Design uart_tx_sched, sky130hd; sources not shown.
layer_met1.png
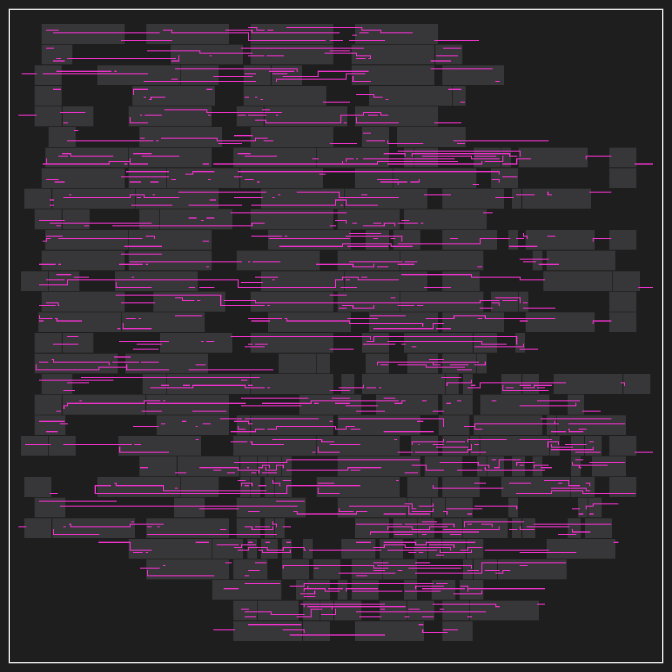
main direction = horizontal
share of all routed wire = 45%
wire length on this layer = 2650 um
longest straight run = 34.5 um
nets with wire on the layer = 248
overall routed net length: 5930 um
met1 global-route usage: 25.0%

layer_met2.png
Bar = 20 um.
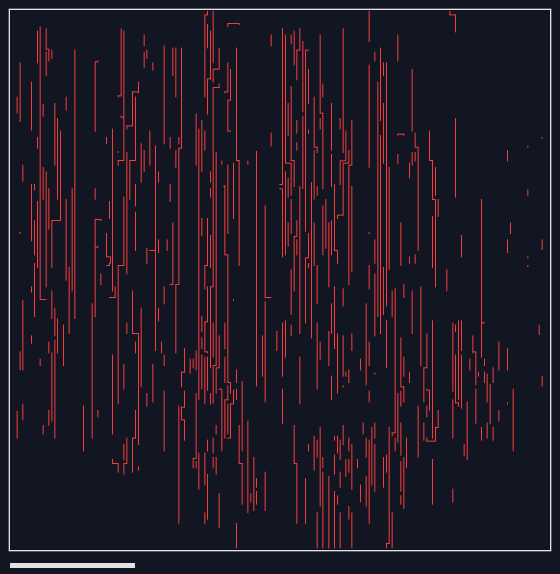
longest straight run = 43.5 um
nets with wire on the layer = 235
main direction = vertical
vias: 1841
met2 usage: 27.9%

layer_met3.png
Bar = 20 um.
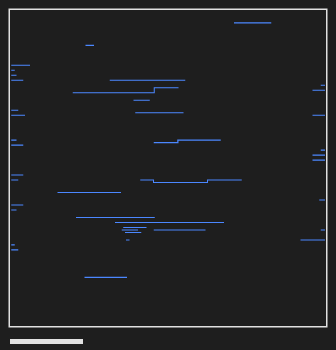
share of all routed wire = 4.8%
nets with wire on the layer = 34
GRT met3 Usage: 5.39%

==> summary.txt <==
impl run done, here's what came out: post-layout instance area 4300 um^2, crit path kind input pin to output pin, core box area between 6000 and 7000 um^2, clock-pin slew of the registers on the worst-case setup and hold paths 90 ps, post-placement cell count around 340, detailed placer's ending HPWL 4080 um, met3 wirelength from detailed routing 286 um, iteration-0 DRC count of the detailed router 143, sort of element at the end of the critical path output pin, endpoints failing setup 0, Worst Path Max Fanout 10, total of flip-flops plus latches after synthesis 87, floorplan-stage core utilization a little over half, number of nets in the layout 279, total routing resource utilization after global routing 18.3%, Worst path depth 4, top logic cell family in the synthesized netlist multiplexers, Hold WC Path Type input pin to async pin, clock root cell sky130_fd_sc_hd__clkbuf_8, number of H-tree branching levels 3, count of buffers inserted at the top-level ports 35, number of search-and-repair iterations in the first detailed-routing pass 4, family of cells with the greatest summed delay on the critical path buffers and inverters, Dominant flop cell sky130_fd_sc_hd__edfxtp_1, Leak Pwr 1.58 nW, RSZ-0062 raised after global routing false, number of warning messages in the logs 27, post-synthesis share of cell area spent on and, or, nand and nor gates 5.68%, mux cell area share after synthesis 16.6%, combinational cell fraction of total power 35.1%, first-pass GRT wire length roughly 9600 um, required arrival time at the worst endpoint 3280 ps, portion of the post-synthesis area used by sequential elements 69.2%, number of cell instances after yosys synthesis 203, summed negative setup slack over all endpoints 0 ps, hold_buf cts 0, time the final worst path needs with I/O delays and setup 2960 ps, path depth of the worst reg2reg path 9, synthesized instance count 203, via count normalized by instance count 5.22, distinct cell type count after synthesis 32, share of total power consumed by net switching 33.1%, number of nets produced by synthesis 230, slack of the worst reg-to-reg path 1470 ps, number of antenna violations at the first check in global routing 0, hold slack final approximately 430 ps, proportion of layout cells with a drive suffix above 1 a little under a fifth, Flop+latch power 1.39 mW, final worst setup slack 899 ps, clock network latency to the later pin of the worst-skew pair about 350 ps, Post-Synth XOR/XNOR Area 2.18%, overall die area 7420 um^2, Die Width 86.1 um, number of gates given a new drive strength after cts 0, uppermost signal routing layer after detailed routing met4, routed length on met2 2930 um, synthesis warning total 0, post-synth tally of flip-flops with integrated enable 64, Post-DP Area 4090 um^2, total global routing overflow 0, post-detailed-route DRC marker count 0, part of the cycle the worst path needs 76.7%, Final Slew Violations 0, most common logic cells in the final layout 64 x sky130_fd_sc_hd__edfxtp_1, 35 x sky130_fd_sc_hd__clkdlybuf4s50_1, 23 x sky130_fd_sc_hd__dfrtp_1, 18 x sky130_fd_sc_hd__nor2_1, 11 x sky130_fd_sc_hd__mux2_2, site row count 30, floorplan die height 86.1 um, most frequent cell on the critical path sky130_fd_sc_hd__clkdlybuf4s50_1, final weighted congestion in routability-driven placement approximately 0.69, transition at the pin with the smallest max-transition slack 916 ps, number of global-route vias before repair 1885, number of top-level pins 36, Arrival @ worst endpoint 2380 ps, type of element launching the critical path input pin, maximum root-to-sink buffer count 2, power density over the cells between 700 and 800 nW/um^2, yosys-reported design area after synthesis 3610 um^2, syn_area_per_cell 17.8 um^2, count of max-cap constraint violations 0, busiest grt layer met2, stage delay of the slowest cell on the critical path between 600 and 700 ps, Syn-to-layout area delta 19.0%, reported combinational group power 1.08 mW, outcome finished clean, clk pwr 610 uW, overall power of the completed layout 3.09 mW, post-place setup slack 835 ps, Net Sw Power 1.02 mW, maximum operating frequency around 0.34 GHz, aoi share 2.05%, largest net degree at the start of global routing 24, Slowest cell on crit path sky130_fd_sc_hd__clkdlybuf4s50_1, fraction of registers with async set or reset after synthesis a little over a quarter, total CTS buffers 9, endpoints failing hold 0, dominant power group sequential cells, internal power component 2.06 mW, max reg flops 64, per-cell routed wire length around 17 um, worst supply voltage drop on vdd 0.363 mV, routed metal-1 wirelength 2650 um, part of the total power dissipated in the clock network 19.8%, number of sinks handled by clock tree synthesis 87, clock skew after layout roughly 11 ps, number of buffers added for setup after CTS 0, adder-cell share of the synthesized area 2.08%
==> synthesized netlist by cell type, drive strengths merged (2+ instances only) <==
cell	n	area share, %
mux2	11	3.4
nor3	6	0.83
xnor2	4	0.97
clkbuf	3	0.31
inv	2	0.21
nand2	8	0.83
edfxtp	64	53
mux4	16	11
mux2i	9	2.5
nand2b	5	0.87
a21oi	3	0.52
xor2	5	1.2
ha	6	2.1
o21ai	3	0.42
nor2	18	1.9
nor2b	2	0.35
buf	6	1.7
dfrtp	23	16
==> area by class of cell <==
type / instances / area (um^2)
multi-input combinational: 105 / 1030
clock inverter: 7 / 67.6
inverter: 2 / 7.51
tap: 96 / 120
buffer: 9 / 71.3
sequential: 87 / 2500
clock buffer: 9 / 124
fill: 513 / 2530
timing repair buffer: 38 / 375
Power figures rest on the tool's default switching activity, not on a simulated workload.
